**config.mk**
```make
export PLATFORM = sky130hd
export DESIGN_NAME = pose_telemetry_tx
export DESIGN_NICKNAME = d
export VERILOG_FILES = /design/src/rtl/pose_telemetry_tx.sv
export SDC_FILE = /design/constraint.sdc
export NUM_CORES = 1
export LEC_CHECK = 0
export CORE_MARGIN = 1
export CORE_UTILIZATION = 51
export DETAILED_ROUTE_END_ITERATION = 16
export HOLD_SLACK_MARGIN = 0.15
export PLACE_DENSITY_LB_ADDON = 0.2
export SLEW_MARGIN = 20
export SYNTH_ARGS = -nofsm -noshare
export SYNTH_HDL_FRONTEND = slang
export SYNTH_SLANG_ARGS = --single-unit
```
**constraint.sdc**
```tcl
create_clock -name POSE_TX_CLOCK_50 -period 2.2 [get_ports POSE_TX_CLOCK_50]
set_input_delay 0.44 -clock POSE_TX_CLOCK_50 [delete_from_list [all_inputs] [get_ports POSE_TX_CLOCK_50]]
set_output_delay 0.44 -clock POSE_TX_CLOCK_50 [all_outputs]
set_load 0.005 [all_outputs]
```
**src/rtl/pose_telemetry_tx.sv**
```systemverilog
// Periodic pose telemetry serializer: snapshots X/Y/theta once per period and
// sends an 11-byte frame (A5, X, Y, theta, XOR checksum) over a UART 8N1 line.
module pose_telemetry_tx #(
  parameter int PERIOD_CYCLES = 5000000,
  parameter int BAUD_DIV      = 434
) (
  input  logic        POSE_TX_CLOCK_50,
  input  logic        POSE_TX_Reset_InHigh,
  input  logic        POSE_TX_ENABLE_InHigh,
  input  logic [16:0] POSE_TX_POSX_InBus,
  input  logic [16:0] POSE_TX_POSY_InBus,
  input  logic [16:0] POSE_TX_THETA_InBus,
  output logic        POSE_TX_TXD_Out,
  output logic        POSE_TX_BUSY_OutHigh,
  output logic        POSE_TX_DROP_OutHigh,
  output logic [1:0]  o_dbg_state
);

  localparam int PW = (PERIOD_CYCLES > 1) ? $clog2(PERIOD_CYCLES) : 1;
  localparam int BW = (BAUD_DIV > 1) ? $clog2(BAUD_DIV) : 1;
  localparam logic [PW-1:0] PERIOD_LAST = PW'(PERIOD_CYCLES - 1);
  localparam logic [BW-1:0] BAUD_LAST   = BW'(BAUD_DIV - 1);

  localparam logic [1:0] S_IDLE  = 2'd0;
  localparam logic [1:0] S_START = 2'd1;
  localparam logic [1:0] S_DATA  = 2'd2;
  localparam logic [1:0] S_STOP  = 2'd3;

  logic [PW-1:0] r_period_cnt;
  logic [BW-1:0] r_baud_cnt;
  logic [1:0]    r_state;
  logic [2:0]    r_bit_idx;
  logic [3:0]    r_byte_idx;
  logic [16:0]   r_pos_x;
  logic [16:0]   r_pos_y;
  logic [16:0]   r_pos_th;
  logic          r_txd;
  logic          r_busy;
  logic          r_drop;

  logic          w_tick;
  logic          w_baud_end;
  logic          w_frame_done;
  logic          w_free;
  logic          w_accept;
  logic          w_drop;
  logic [2:0]    w_next_bit;
  logic [23:0]   w_ext_x;
  logic [23:0]   w_ext_y;
  logic [23:0]   w_ext_th;
  logic [7:0]    w_csum;
  logic [7:0]    w_cur_byte;

  assign w_tick       = (r_period_cnt == PERIOD_LAST);
  assign w_baud_end   = (r_baud_cnt == BAUD_LAST);
  // The last stop-bit edge counts as idle so a coincident tick starts the next frame.
  assign w_frame_done = (r_state == S_STOP) && w_baud_end && (r_byte_idx == 4'd10);
  assign w_free       = (r_state == S_IDLE) || w_frame_done;
  assign w_accept     = w_tick && POSE_TX_ENABLE_InHigh && w_free;
  assign w_drop       = w_tick && !w_free;
  assign w_next_bit   = r_bit_idx + 3'd1;

  assign w_ext_x  = {{7{r_pos_x[16]}}, r_pos_x};
  assign w_ext_y  = {{7{r_pos_y[16]}}, r_pos_y};
  assign w_ext_th = {{7{r_pos_th[16]}}, r_pos_th};
  assign w_csum   = w_ext_x[23:16] ^ w_ext_x[15:8] ^ w_ext_x[7:0]
                  ^ w_ext_y[23:16] ^ w_ext_y[15:8] ^ w_ext_y[7:0]
                  ^ w_ext_th[23:16] ^ w_ext_th[15:8] ^ w_ext_th[7:0];

  always_comb begin
    w_cur_byte = 8'hA5;
    case (r_byte_idx)
      4'd1:    w_cur_byte = w_ext_x[23:16];
      4'd2:    w_cur_byte = w_ext_x[15:8];
      4'd3:    w_cur_byte = w_ext_x[7:0];
      4'd4:    w_cur_byte = w_ext_y[23:16];
      4'd5:    w_cur_byte = w_ext_y[15:8];
      4'd6:    w_cur_byte = w_ext_y[7:0];
      4'd7:    w_cur_byte = w_ext_th[23:16];
      4'd8:    w_cur_byte = w_ext_th[15:8];
      4'd9:    w_cur_byte = w_ext_th[7:0];
      4'd10:   w_cur_byte = w_csum;
      default: w_cur_byte = 8'hA5;
    endcase
  end

  always_ff @(posedge POSE_TX_CLOCK_50) begin
    if (POSE_TX_Reset_InHigh) begin
      r_period_cnt <= '0;
      r_baud_cnt   <= '0;
      r_state      <= S_IDLE;
      r_bit_idx    <= 3'd0;
      r_byte_idx   <= 4'd0;
      r_pos_x      <= 17'd0;
      r_pos_y      <= 17'd0;
      r_pos_th     <= 17'd0;
      r_txd        <= 1'b1;
      r_busy       <= 1'b0;
      r_drop       <= 1'b0;
    end else begin
      r_period_cnt <= w_tick ? '0 : r_period_cnt + 1'b1;
      r_drop       <= w_drop;
      if (w_accept) begin
        r_pos_x    <= POSE_TX_POSX_InBus;
        r_pos_y    <= POSE_TX_POSY_InBus;
        r_pos_th   <= POSE_TX_THETA_InBus;
        r_state    <= S_START;
        r_baud_cnt <= '0;
        r_byte_idx <= 4'd0;
        r_bit_idx  <= 3'd0;
        r_txd      <= 1'b0;
        r_busy     <= 1'b1;
      end else if (r_state == S_IDLE) begin
        r_baud_cnt <= '0;
        r_txd      <= 1'b1;
        r_busy     <= 1'b0;
      end else if (!w_baud_end) begin
        r_baud_cnt <= r_baud_cnt + 1'b1;
      end else begin
        // Bit boundary: r_txd is loaded with the level of the bit that starts now.
        r_baud_cnt <= '0;
        case (r_state)
          S_START: begin
            r_state   <= S_DATA;
            r_bit_idx <= 3'd0;
            r_txd     <= w_cur_byte[0];
          end
          S_DATA: begin
            if (r_bit_idx == 3'd7) begin
              r_state <= S_STOP;
              r_txd   <= 1'b1;
            end else begin
              r_bit_idx <= w_next_bit;
              r_txd     <= w_cur_byte[w_next_bit];
            end
          end
          S_STOP: begin
            if (r_byte_idx == 4'd10) begin
              r_state    <= S_IDLE;
              r_byte_idx <= 4'd0;
              r_txd      <= 1'b1;
              r_busy     <= 1'b0;
            end else begin
              r_state    <= S_START;
              r_byte_idx <= r_byte_idx + 4'd1;
              r_txd      <= 1'b0;
            end
          end
          default: begin
            r_state <= S_IDLE;
            r_txd   <= 1'b1;
            r_busy  <= 1'b0;
          end
        endcase
      end
    end
  end

  assign POSE_TX_TXD_Out      = r_txd;
  assign POSE_TX_BUSY_OutHigh = r_busy;
  assign POSE_TX_DROP_OutHigh = r_drop;
  assign o_dbg_state          = r_state;

endmodule
```
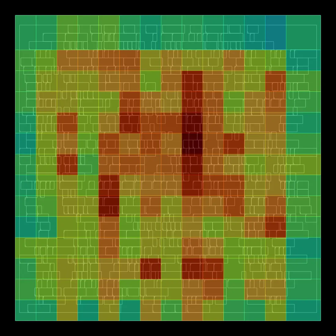
congestion_map.png
busiest layer in global routing: met2
all-layer global routing usage: 26.2%

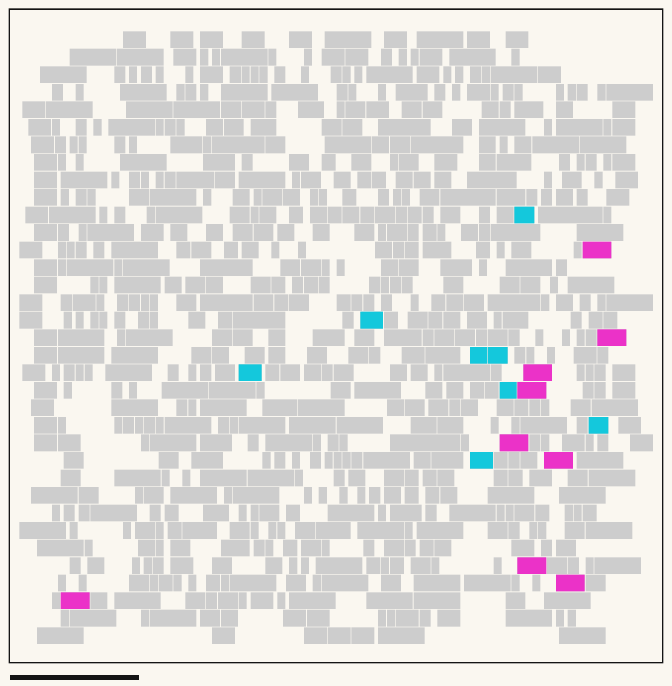
gates.png
The bar under the picture is 20 µm long.
[magenta] fa/ha/maj cells | cells: 9
[cyan] non-inverting ao/oa cells | cells: 8

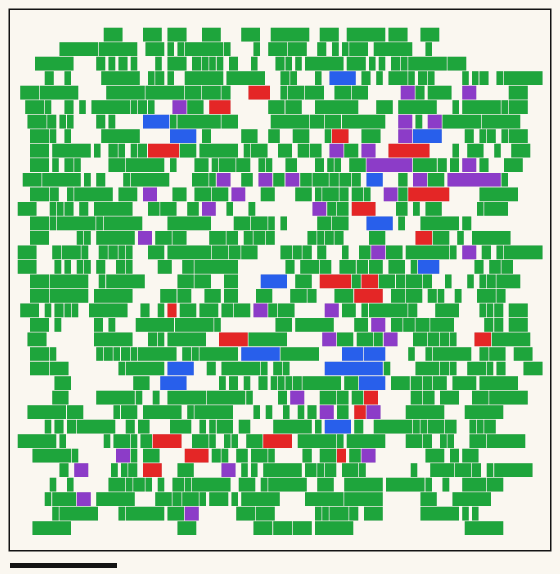
sizing.png
The bar under the picture is 20 µm long.
[green] x1 and smaller | cells: 618 | share: 89%
[purple] x3 and x4 | cells: 37 | share: 5.3%
[red] x2 | cells: 21 | share: 3.0%
[blue] x6 and larger | cells: 16 | share: 2.3%

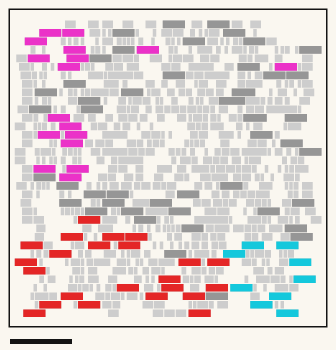
ff_map.png
The bar under the picture is 20 µm long. Other sequential cells in the stronger grey, the rest of the logic in the fainter grey.
[red] r_period_cnt | sequential cells: 23
[cyan] r_baud_cnt | sequential cells: 9 | where: lower right
[magenta] r_pos_y | sequential cells: 17 | where: upper left
not coloured: 46

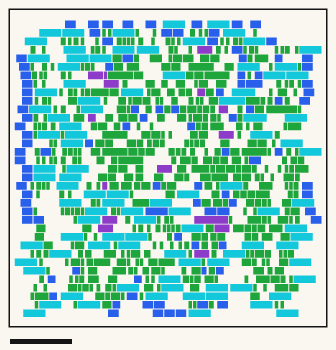
class_map.png
The bar under the picture is 20 µm long.
[purple] clock drivers and dummy loads | cells: 15
[blue] remaining buffers and delay cells | cells: 96
[cyan] registers | cells: 95
[green] remaining logic cells | cells: 486

==> impl_metrics.yaml <==
# physical design summary
critical_path:
  r2r-start: "r_byte_idx[2]"
  cp-startpoint: "r_byte_idx[2]"
  crit_arrival_ns: 2.45
  path_buffers: 2
  rrSetupSlack_ns: 0.05
  cp_max_fo: 11
  crit_slowest_cell: "nor2b_1"
  crit_chain: "buf_4 -> buf_4 -> nor2b_1 -> a22oi_1 -> o22ai_1 -> a211oi_2 -> a311oi_1 -> a311oi_1 -> o21ai_1"
  reg2reg_depth: 9
yosys:
  yosysTopAreaCell: "dfxtp_1"
  netlist_instances: 616
  yosysCellCount: 616
  yosys.stat.seqShare_pct: 37.9
  flop_cell: "dfxtp_1"
  ys_sh_simple_pct: 23.6
  synth.logic.top_family: "simple AND/OR/NAND/NOR gates"
  yosysWarnings: 0
  synth_nets: 679
  common_cells: "nand2_1, dfxtp_1, a21oi_1, nor2_1, xnor2_1"
  ys_chip_area_mm2: 0.00501
  top_cells_by_area: "dfxtp_1, nand2_1, a21oi_1"
clocking:
  cts_max_level: 3
  cts-hold-fix-buffers: 0
  cts-root-buf: "clkbuf_8"
  cts-buffers-inserted: 9
  cts_tree: "done"
  cts_sinks: 95
run_status:
  outcome: "completed"
placement:
  post-dp-hpwl_mm: 9.65
  gp_congestion: 0.976
  post_dp_cell_area_mm2: 0.00589
  place_ws_ns: -0.0623
timing:
  hold_viol: 0
  final.setup.worst_slack_ns: 0.0508
  setup_tns_ns: 0
  fin_skew_ns: 0.0128
  maxSlewViolCount: 0
  layout_min_cycle_time_ns: 2.15
  setup_viol: 0
floorplan:
  coreArea_mm2: 0.00937
  dieArea_mm2: 0.0102
  die_y_um: 101
global_routing:
  grt_pass1_wl_mm: 20.8
  antenna_found_initial: 0
  grt_max_degree: 38
drt:
  drtAntennaViolNets: 0
  drcViolationCount: 0
cells_and_area:
  finalNetCount: 751
  n_antenna_cell: 0
  drive_gt1_share_pct: 10.7
  lay_top_count: "nand2_1"
power_and_ir_drop:
  cellPowerDensity_mw_per_mm2: 486
  vdd_drop_max_v: 0.000376
  p_leak_nw: 2.15
worst min-delay path, cell delays in order (launching register included):
cell and delay (ns):
dfxtp_1 0.34, nand2_1 0.06, a21oi_1 0.05
where the power goes:
group	internal (mW)	total [mW]	leakage, nW	switching (mW)
registers	1.72	1.72	0.767	0.00359
logic	0.0912	0.138	1.30	0.0466
clock network	0.522	1.14	0.0888	0.616
worst min path at each step:
stage	from	to	slack [ns]
2_1_floorplan	r_period_cnt[0]	r_period_cnt[0]	0.43
4_1_cts	r_pos_y[11]	r_pos_y[11]	0.49
3_5_place_dp	r_pos_y[11]	r_pos_y[11]	0.48
5_1_grt	r_pos_th[13]	r_pos_th[13]	0.51
3_3_place_gp	r_baud_cnt[0]	r_baud_cnt[0]	0.46
6_report	r_pos_y[11]	r_pos_y[11]	0.48
layer usage:
metal	wire length (µm)	part of all wire, %	vias to the layer above	GRT usage, %
met4	248	1.9	0	8.81
met3	746	5.8	27	4.28
met5	0	0	-	0
li1	-	-	2270	-
met2	5810	45	139	41.1
met1	6080	47	2129	36.8
layout make-up:
class / instances / area (µm²)
flip-flops and latches: 95 / 1910
repair buffers: 96 / 892
fillers: 839 / 3190
clock buffers: 10 / 128
well taps: 129 / 161
multi-input cells: 472 / 2980
clock inverters: 5 / 58.8
inverters: 14 / 52.6
state kept, by name (all words and copies together), names as in the netlist:
signal and cells:
r_bit_idx 3, r_pos_th 17, r_pos_x 17, POSE_TX_DROP_OutHigh 1, POSE_TX_BUSY_OutHigh 1, o_dbg_state 2
r_pos_y 17, r_period_cnt 23, r_baud_cnt 9, r_byte_idx 4, POSE_TX_TXD_Out 1
repair_timing:
| item | 4_1_cts | 5_1_grt |
|---|---|---|
| setup endpoints to repair | 2 | 64 |
| pin swaps | 1 | 6 |
| resized | 2 | 18 |
| setup buffers | 0 | 3 |
No activity file was given, so power comes from the tool's default toggle rates.
